Placement view:
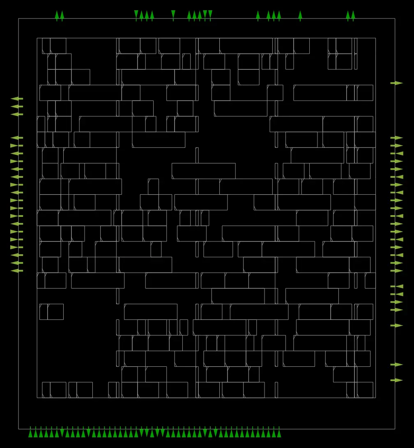
Cells colored by class:
Scale: 6 px per um.
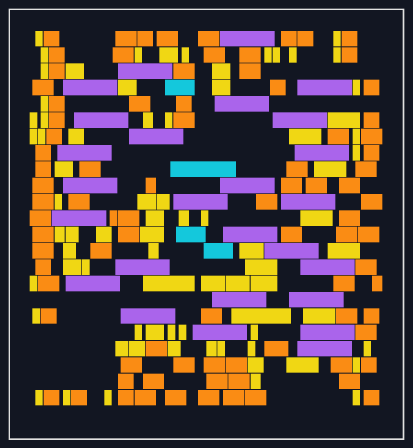
Sequential cells grouped by signal name:
Scale: 4 px per um.
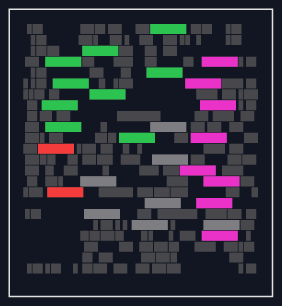
Met3 routing:
Scale: 4 px per um.
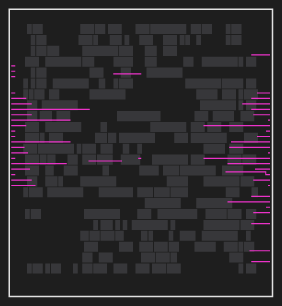
Cell sizes after repair:
Scale: 4 px per um.
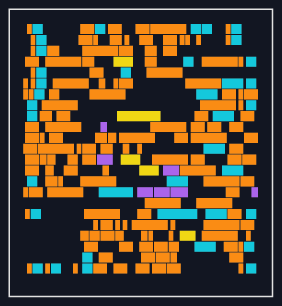
`config.mk`:
```
export PLATFORM = sky130hd
export DESIGN_NAME = axil_uart_regs_flat
export DESIGN_NICKNAME = d
export VERILOG_FILES = /design/src/rtl/axil_uart_pkg.sv /design/src/rtl/axil_uart_regs_if.sv /design/src/rtl/axil_uart_regs.sv /design/src/flat_wrapper.sv
export SDC_FILE = /design/constraint.sdc
export NUM_CORES = 1
export LEC_CHECK = 0
export CORE_ASPECT_RATIO = 1.1
export CORE_MARGIN = 3
export CORE_UTILIZATION = 34
export CTS_CLUSTER_DIAMETER = 80
export DETAILED_ROUTE_END_ITERATION = 8
export GPL_TIMING_DRIVEN = 0
export PLACE_DENSITY = 0.86
export SLEW_MARGIN = 40
export SYNTH_ARGS = -nofsm -noshare
export SYNTH_HDL_FRONTEND = slang
export SYNTH_SLANG_ARGS = --single-unit
```
`constraint.sdc`:
```
create_clock -name Clk -period 2.9 [get_ports Clk]
set_input_delay 0.58 -clock Clk [delete_from_list [all_inputs] [get_ports Clk]]
set_output_delay 0.58 -clock Clk [all_outputs]
set_load 0.03 [all_outputs]
```
`src/rtl/axil_uart_pkg.sv`:
```
`default_nettype none
// ============================================================================
//  Module      : axil_uart_pkg
//  Description : Shared definitions for the AXI4-Lite UART register block:
//                register word indices, AXI response codes and FSM states.
//  Revision    : 1.0 - initial release
// ============================================================================
package axil_uart_pkg;

    // Register word indices, decoded from ADDR[3:2]
    localparam logic [1:0] RXDATA_OFF  = 2'd0;
    localparam logic [1:0] TXDATA_OFF  = 2'd1;
    localparam logic [1:0] STATUS_OFF  = 2'd2;
    localparam logic [1:0] CTRL_OFF    = 2'd3;

    // AXI response codes
    localparam logic [1:0] RESP_OKAY   = 2'b00;
    localparam logic [1:0] RESP_SLVERR = 2'b10;

    typedef enum logic [1:0] {
        W_IDLE = 2'd0,
        W_ACK  = 2'd1,
        W_RESP = 2'd2
    } wr_state_t;

    typedef enum logic [1:0] {
        R_IDLE = 2'd0,
        R_ACK  = 2'd1,
        R_DATA = 2'd2
    } rd_state_t;

endpackage
`default_nettype wire

```
`src/rtl/axil_uart_regs_if.sv`:
```
`default_nettype none
// ============================================================================
//  Module      : axil_uart_regs_if
//  Description : AXI4-Lite bus bundle between the interconnect (master) and
//                the UART register block (slave).
//  Revision    : 1.0 - initial release
// ============================================================================
interface axil_uart_regs_if #(
    parameter int C_ADDR_WIDTH = 4,
    parameter int C_DATA_WIDTH = 32
);
    logic [C_ADDR_WIDTH-1:0]   S_AXI_AWADDR;
    logic                      S_AXI_AWVALID;
    logic                      S_AXI_AWREADY;
    logic [C_DATA_WIDTH-1:0]   S_AXI_WDATA;
    logic [C_DATA_WIDTH/8-1:0] S_AXI_WSTRB;
    logic                      S_AXI_WVALID;
    logic                      S_AXI_WREADY;
    logic [1:0]                S_AXI_BRESP;
    logic                      S_AXI_BVALID;
    logic                      S_AXI_BREADY;
    logic [C_ADDR_WIDTH-1:0]   S_AXI_ARADDR;
    logic                      S_AXI_ARVALID;
    logic                      S_AXI_ARREADY;
    logic [C_DATA_WIDTH-1:0]   S_AXI_RDATA;
    logic [1:0]                S_AXI_RRESP;
    logic                      S_AXI_RVALID;
    logic                      S_AXI_RREADY;

    modport master (
        output S_AXI_AWADDR, S_AXI_AWVALID, S_AXI_WDATA, S_AXI_WSTRB, S_AXI_WVALID,
               S_AXI_BREADY, S_AXI_ARADDR, S_AXI_ARVALID, S_AXI_RREADY,
        input  S_AXI_AWREADY, S_AXI_WREADY, S_AXI_BRESP, S_AXI_BVALID,
               S_AXI_ARREADY, S_AXI_RDATA, S_AXI_RRESP, S_AXI_RVALID
    );

    modport slave (
        input  S_AXI_AWADDR, S_AXI_AWVALID, S_AXI_WDATA, S_AXI_WSTRB, S_AXI_WVALID,
               S_AXI_BREADY, S_AXI_ARADDR, S_AXI_ARVALID, S_AXI_RREADY,
        output S_AXI_AWREADY, S_AXI_WREADY, S_AXI_BRESP, S_AXI_BVALID,
               S_AXI_ARREADY, S_AXI_RDATA, S_AXI_RRESP, S_AXI_RVALID
    );
endinterface
`default_nettype wire

```
`src/rtl/axil_uart_regs.sv`:
```
`default_nettype none
// ============================================================================
//  Module      : axil_uart_regs
//  Description : AXI4-Lite slave owning the host side of the UART byte
//                interface: RX pop, TX push, status and enable control.
//  Revision    : 1.0 - initial release
// ============================================================================
module axil_uart_regs
    import axil_uart_pkg::*;
#(
    parameter int C_ADDR_WIDTH = 4,
    parameter int C_DATA_WIDTH = 32
) (
    input  wire logic        Clk,
    input  wire logic        Resetn,
    axil_uart_regs_if.slave  s_axi,
    input  wire logic [7:0]  RX_data,
    input  wire logic        Empty,
    input  wire logic        Full,
    output logic             rd_uart_en,
    output logic [7:0]       TX_data,
    output logic             wr_uart_en,
    output logic             Enable_rx,
    output logic             Enable_tx
);

    wr_state_t   wr_state_q, wr_state_d;
    rd_state_t   rd_state_q, rd_state_d;
    logic [1:0]  bresp_q,    bresp_d;
    logic [7:0]  tx_data_q,  tx_data_d;
    logic        wr_en_q,    wr_en_d;
    logic [1:0]  ctrl_q,     ctrl_d;     // bit0 = rx enable, bit1 = tx enable
    logic [31:0] rdata_q,    rdata_d;
    logic        rd_en_q,    rd_en_d;

    logic        w_aw_w_valid;
    logic [1:0]  w_wr_idx;
    logic [1:0]  w_rd_idx;

    assign w_aw_w_valid = s_axi.S_AXI_AWVALID && s_axi.S_AXI_WVALID;
    assign w_wr_idx     = s_axi.S_AXI_AWADDR[3:2];
    assign w_rd_idx     = s_axi.S_AXI_ARADDR[3:2];

    // Write channel: accept AW+W together, act on the handshake edge, then hold the response
    always_comb begin
        wr_state_d = wr_state_q;
        bresp_d    = bresp_q;
        tx_data_d  = tx_data_q;
        wr_en_d    = 1'b0;
        ctrl_d     = ctrl_q;
        case (wr_state_q)
            W_IDLE: begin
                if (w_aw_w_valid) wr_state_d = W_ACK;
            end
            W_ACK: begin
                if (w_aw_w_valid) begin
                    wr_state_d = W_RESP;
                    bresp_d    = RESP_OKAY;
                    case (w_wr_idx)
                        TXDATA_OFF: begin
                            // A full TX FIFO rejects the byte outright
                            if (Full) begin
                                bresp_d = RESP_SLVERR;
                            end else if (s_axi.S_AXI_WSTRB[0]) begin
                                tx_data_d = s_axi.S_AXI_WDATA[7:0];
                                wr_en_d   = 1'b1;
                            end
                        end
                        CTRL_OFF: begin
                            if (s_axi.S_AXI_WSTRB[0]) ctrl_d = s_axi.S_AXI_WDATA[1:0];
                        end
                        default: ;  // RXDATA / STATUS are read-only
                    endcase
                end
            end
            W_RESP: begin
                if (s_axi.S_AXI_BREADY) wr_state_d = W_IDLE;
            end
            default: wr_state_d = W_IDLE;
        endcase
    end

    // Read channel: capture data in the address-ack cycle, then hold until taken
    always_comb begin
        rd_state_d = rd_state_q;
        rdata_d    = rdata_q;
        rd_en_d    = 1'b0;
        case (rd_state_q)
            R_IDLE: begin
                if (s_axi.S_AXI_ARVALID) rd_state_d = R_ACK;
            end
            R_ACK: begin
                if (s_axi.S_AXI_ARVALID) begin
                    rd_state_d = R_DATA;
                    case (w_rd_idx)
                        RXDATA_OFF: begin
                            // Pop only when a byte is actually present; bit 8 flags it
                            if (!Empty) begin
                                rdata_d = {23'b0, 1'b1, RX_data};
                                rd_en_d = 1'b1;
                            end else begin
                                rdata_d = 32'h0;
                            end
                        end
                        STATUS_OFF: rdata_d = {30'b0, Full, Empty};
                        CTRL_OFF:   rdata_d = {30'b0, ctrl_q};
                        default:    rdata_d = 32'h0;   // TXDATA is write-only
                    endcase
                end
            end
            R_DATA: begin
                if (s_axi.S_AXI_RREADY) rd_state_d = R_IDLE;
            end
            default: rd_state_d = R_IDLE;
        endcase
    end

    // State and datapath registers, cleared asynchronously
    always_ff @(posedge Clk or negedge Resetn) begin
        if (!Resetn) begin
            wr_state_q <= W_IDLE;
            rd_state_q <= R_IDLE;
            bresp_q    <= RESP_OKAY;
            tx_data_q  <= 8'h00;
            wr_en_q    <= 1'b0;
            ctrl_q     <= 2'b00;
            rdata_q    <= 32'h0;
            rd_en_q    <= 1'b0;
        end else begin
            wr_state_q <= wr_state_d;
            rd_state_q <= rd_state_d;
            bresp_q    <= bresp_d;
            tx_data_q  <= tx_data_d;
            wr_en_q    <= wr_en_d;
            ctrl_q     <= ctrl_d;
            rdata_q    <= rdata_d;
            rd_en_q    <= rd_en_d;
        end
    end

    assign s_axi.S_AXI_AWREADY = (wr_state_q == W_ACK);
    assign s_axi.S_AXI_WREADY  = (wr_state_q == W_ACK);
    assign s_axi.S_AXI_BVALID  = (wr_state_q == W_RESP);
    assign s_axi.S_AXI_BRESP   = bresp_q;
    assign s_axi.S_AXI_ARREADY = (rd_state_q == R_ACK);
    assign s_axi.S_AXI_RVALID  = (rd_state_q == R_DATA);
    assign s_axi.S_AXI_RDATA   = rdata_q;
    assign s_axi.S_AXI_RRESP   = RESP_OKAY;

    assign TX_data    = tx_data_q;
    assign wr_uart_en = wr_en_q;
    assign rd_uart_en = rd_en_q;
    assign Enable_rx  = ctrl_q[0];
    assign Enable_tx  = ctrl_q[1];

    // Address low bits, upper data lanes and upper strobes carry no meaning here
    logic unused_bits;
    assign unused_bits = ^{s_axi.S_AXI_AWADDR, s_axi.S_AXI_ARADDR,
                           s_axi.S_AXI_WDATA, s_axi.S_AXI_WSTRB};

endmodule
`default_nettype wire

```
`src/flat_wrapper.sv`:
```
// flat-port wrapper written by rule: the top's interface ports become plain ports
module axil_uart_regs_flat import axil_uart_pkg::*;
#(
    parameter int C_ADDR_WIDTH = 4,
    parameter int C_DATA_WIDTH = 32
)
  (Clk, Resetn, RX_data, Empty, Full, rd_uart_en, TX_data, wr_uart_en, Enable_rx, Enable_tx, s_axi_S_AXI_AWADDR, s_axi_S_AXI_AWVALID, s_axi_S_AXI_WDATA, s_axi_S_AXI_WSTRB, s_axi_S_AXI_WVALID, s_axi_S_AXI_BREADY, s_axi_S_AXI_ARADDR, s_axi_S_AXI_ARVALID, s_axi_S_AXI_RREADY, s_axi_S_AXI_AWREADY, s_axi_S_AXI_WREADY, s_axi_S_AXI_BRESP, s_axi_S_AXI_BVALID, s_axi_S_AXI_ARREADY, s_axi_S_AXI_RDATA, s_axi_S_AXI_RRESP, s_axi_S_AXI_RVALID);
  axil_uart_regs_if #(.C_ADDR_WIDTH(C_ADDR_WIDTH), .C_DATA_WIDTH(C_DATA_WIDTH)) s_axi_i ();
  input  wire logic Clk;
  input  wire logic Resetn;
  input  wire logic [7:0] RX_data;
  input  wire logic Empty;
  input  wire logic Full;
  output logic rd_uart_en;
  output logic [7:0] TX_data;
  output logic wr_uart_en;
  output logic Enable_rx;
  output logic Enable_tx;
  input wire logic [$bits(s_axi_i.S_AXI_AWADDR)-1:0] s_axi_S_AXI_AWADDR;
  input wire logic [$bits(s_axi_i.S_AXI_AWVALID)-1:0] s_axi_S_AXI_AWVALID;
  input wire logic [$bits(s_axi_i.S_AXI_WDATA)-1:0] s_axi_S_AXI_WDATA;
  input wire logic [$bits(s_axi_i.S_AXI_WSTRB)-1:0] s_axi_S_AXI_WSTRB;
  input wire logic [$bits(s_axi_i.S_AXI_WVALID)-1:0] s_axi_S_AXI_WVALID;
  input wire logic [$bits(s_axi_i.S_AXI_BREADY)-1:0] s_axi_S_AXI_BREADY;
  input wire logic [$bits(s_axi_i.S_AXI_ARADDR)-1:0] s_axi_S_AXI_ARADDR;
  input wire logic [$bits(s_axi_i.S_AXI_ARVALID)-1:0] s_axi_S_AXI_ARVALID;
  input wire logic [$bits(s_axi_i.S_AXI_RREADY)-1:0] s_axi_S_AXI_RREADY;
  output wire logic [$bits(s_axi_i.S_AXI_AWREADY)-1:0] s_axi_S_AXI_AWREADY;
  output wire logic [$bits(s_axi_i.S_AXI_WREADY)-1:0] s_axi_S_AXI_WREADY;
  output wire logic [$bits(s_axi_i.S_AXI_BRESP)-1:0] s_axi_S_AXI_BRESP;
  output wire logic [$bits(s_axi_i.S_AXI_BVALID)-1:0] s_axi_S_AXI_BVALID;
  output wire logic [$bits(s_axi_i.S_AXI_ARREADY)-1:0] s_axi_S_AXI_ARREADY;
  output wire logic [$bits(s_axi_i.S_AXI_RDATA)-1:0] s_axi_S_AXI_RDATA;
  output wire logic [$bits(s_axi_i.S_AXI_RRESP)-1:0] s_axi_S_AXI_RRESP;
  output wire logic [$bits(s_axi_i.S_AXI_RVALID)-1:0] s_axi_S_AXI_RVALID;
  assign s_axi_i.S_AXI_AWADDR = s_axi_S_AXI_AWADDR;
  assign s_axi_i.S_AXI_AWVALID = s_axi_S_AXI_AWVALID;
  assign s_axi_i.S_AXI_WDATA = s_axi_S_AXI_WDATA;
  assign s_axi_i.S_AXI_WSTRB = s_axi_S_AXI_WSTRB;
  assign s_axi_i.S_AXI_WVALID = s_axi_S_AXI_WVALID;
  assign s_axi_i.S_AXI_BREADY = s_axi_S_AXI_BREADY;
  assign s_axi_i.S_AXI_ARADDR = s_axi_S_AXI_ARADDR;
  assign s_axi_i.S_AXI_ARVALID = s_axi_S_AXI_ARVALID;
  assign s_axi_i.S_AXI_RREADY = s_axi_S_AXI_RREADY;
  assign s_axi_S_AXI_AWREADY = s_axi_i.S_AXI_AWREADY;
  assign s_axi_S_AXI_WREADY = s_axi_i.S_AXI_WREADY;
  assign s_axi_S_AXI_BRESP = s_axi_i.S_AXI_BRESP;
  assign s_axi_S_AXI_BVALID = s_axi_i.S_AXI_BVALID;
  assign s_axi_S_AXI_ARREADY = s_axi_i.S_AXI_ARREADY;
  assign s_axi_S_AXI_RDATA = s_axi_i.S_AXI_RDATA;
  assign s_axi_S_AXI_RRESP = s_axi_i.S_AXI_RRESP;
  assign s_axi_S_AXI_RVALID = s_axi_i.S_AXI_RVALID;
  axil_uart_regs #(.C_ADDR_WIDTH(C_ADDR_WIDTH), .C_DATA_WIDTH(C_DATA_WIDTH)) u_core (.Clk(Clk), .Resetn(Resetn), .s_axi(s_axi_i), .RX_data(RX_data), .Empty(Empty), .Full(Full), .rd_uart_en(rd_uart_en), .TX_data(TX_data), .wr_uart_en(wr_uart_en), .Enable_rx(Enable_rx), .Enable_tx(Enable_tx));
endmodule
```
==> results.py <==
# Metrics from the implementation run
metrics = {
    "outcome": {
        "status": "completed",
    },
    "logic_synthesis": {
        "ys_area_um2": 1320,
        "synthArstFlopShare_pct": 100,
        "postSynthCellCount": 107,
        "mux_share_pct": 12.5,
        "synthXorXnorAreaFrac_pct": 1.32,
        "syn_area_per_cell_um2": 12.4,
        "yosysWarnings": 0,
        "synthTopCellsByCount": "27 x buf_4, 26 x dfrtp_1, 8 x mux2_4, 6 x a22o_1",
        "fa_ha_area_share_pct": 0,
        "yosys_cells": 107,
        "yosysUniqueCellTypes": 27,
        "ys_seq_share_pct": 49.2,
    },
    "timing": {
        "skew_ns": 0.00809,
        "tightest_slew_ns": 0.573,
        "drv_slew": 0,
        "hold_viol_final": 0,
        "fin_crit_ns": 2.26,
        "fin_tns_setup_ns": 0,
        "rsz0062_at_grt": "no",
        "setup_viol": 0,
        "fin_hold_ws_ns": 0.291,
        "finalClockPeriodUsage_pct": 77.9,
        "max_freq_mhz": 443,
    },
    "pwr": {
        "pwr-share-comb_pct": 48.2,
        "pg_seq_w": 0.000539,
        "seqPwrFrac_pct": 33.2,
        "powerClk_w": 0.000302,
        "power_leakage_nw": 1.06,
        "ir_drop_mv": 0.375,
        "power_w": 0.00162,
        "powerComb_w": 0.000782,
    },
    "cells_and_area": {
        "nNetsFinal": 254,
        "clockNetworkAreaShare_pct": 3.39,
        "seq_area_um2": 651,
        "nonClkBufAreaFrac_pct": 37.0,
        "antenna_cells": 0,
        "n_all_inverters": 3,
        "area.growth.synth_to_final_pct": 59.2,
        "clkbuf_count": 3,
    },
    "floorplanning": {
        "rows": 23,
        "fp_util_pct": 35.9,
        "ioPinCount": 114,
        "taps": 50,
    },
    "global_routing": {
        "grt_usage_pct": 12.1,
        "grtUsageMet3_pct": 4.23,
        "grt_pass1_vias": 945,
        "grt_overflow": 0,
        "grt_use_met1_pct": 15.5,
        "grt_pass1_wl_mm": 4.42,
    },
    "worst_setup_path": {
        "cp_cell_sequence": "nor2b_1 -> buf_4 -> clkdlybuf4s50_1",
        "crit_path_end": "s_axi_S_AXI_WREADY",
        "start_kind": "flop",
        "path_delay_family": "buffers and inverters",
        "startpoint": "u_core.wr_state_q[0]",
        "max_stage_delay_ns": 0.65,
        "end_kind": "output pin",
        "critPathMaxFanout": 4,
        "cp_num_buf_inv": 2,
        "reg2reg_to": "u_core.TX_data[5]",
        "rr_worst_depth": 4,
    },
    "drt": {
        "dr_wl_met2_mm": 1.34,
        "drt_first_pass_iters": 3,
        "drt_iter0_drc": 11,
        "dr_wl_met3_um": 265,
        "vias": 990,
        "routed.top_layer": "met4",
        "drt_wl_total_mm": 2.77,
        "viasPerCell": 4.09,
    },
    "clock_network": {
        "htreeDepth": 1,
        "clkLatencyLatePin_ns": 0.27,
        "clk_pin_slew_worst_paths_ns": 0.10,
        "ctsResizeCount": 0,
        "cts_tree": "built",
        "cts_root_buf": "clkbuf_8",
        "clockBufferDepth": 2,
        "cts_hold_buf": 0,
    },
    "job": {
        "drv_cap": 0,
    },
    "hold_path": {
        "hold_path_class": "in -> async",
    },
    "placed_design": {
        "place_inst": 238,
        "place_ws_ns": 0.810,
        "gp_congestion": 0.651,
    },
}
-- 'placement view' (at the start) --
fill count: 347
Seq cells: 26

-- 'cells colored by class' (at the start) --
| color | class | cells | share of their area |
|---|---|---|---|
| orange | other buffers and delay cells | 86 | 38% |
| purple | flops | 26 | 32% |
| cyan | clock drivers and dummy loads | 4 | 3.5% |
| yellow | all other logic | 76 | 27% |
core footprint: 3680 um2
Finished Cell Area: 2110 um2
Seq/total area: 30.9%

-- 'sequential cells grouped by signal name' (at the start) --
| color | signal | sequential cells |
|---|---|---|
| red | u_core.rd_state_q | 2 |
| green | u_core.s_axi.S_AXI_RDATA | 9 |
| magenta | u_core.TX_data | 8 |

-- 'met3 routing' (at the start) --
nets with wire on the layer: 48
share of all routed wire: 9.6%
longest straight run: 19.3 um
wire length on this layer: 266 um

-- 'cell sizes after repair' (at the start) --
| color | size | cells | share |
|---|---|---|---|
| orange | drive 1 or less | 143 | 74% |
| purple | drive 2 | 7 | 3.6% |
| cyan | drive 3 to 4 | 37 | 19% |
| yellow | drive 6 and up | 5 | 2.6% |
final worst slack: 0.641 ns
Non-CTS buffers: 86

Power and IR drop assume default switching activity.
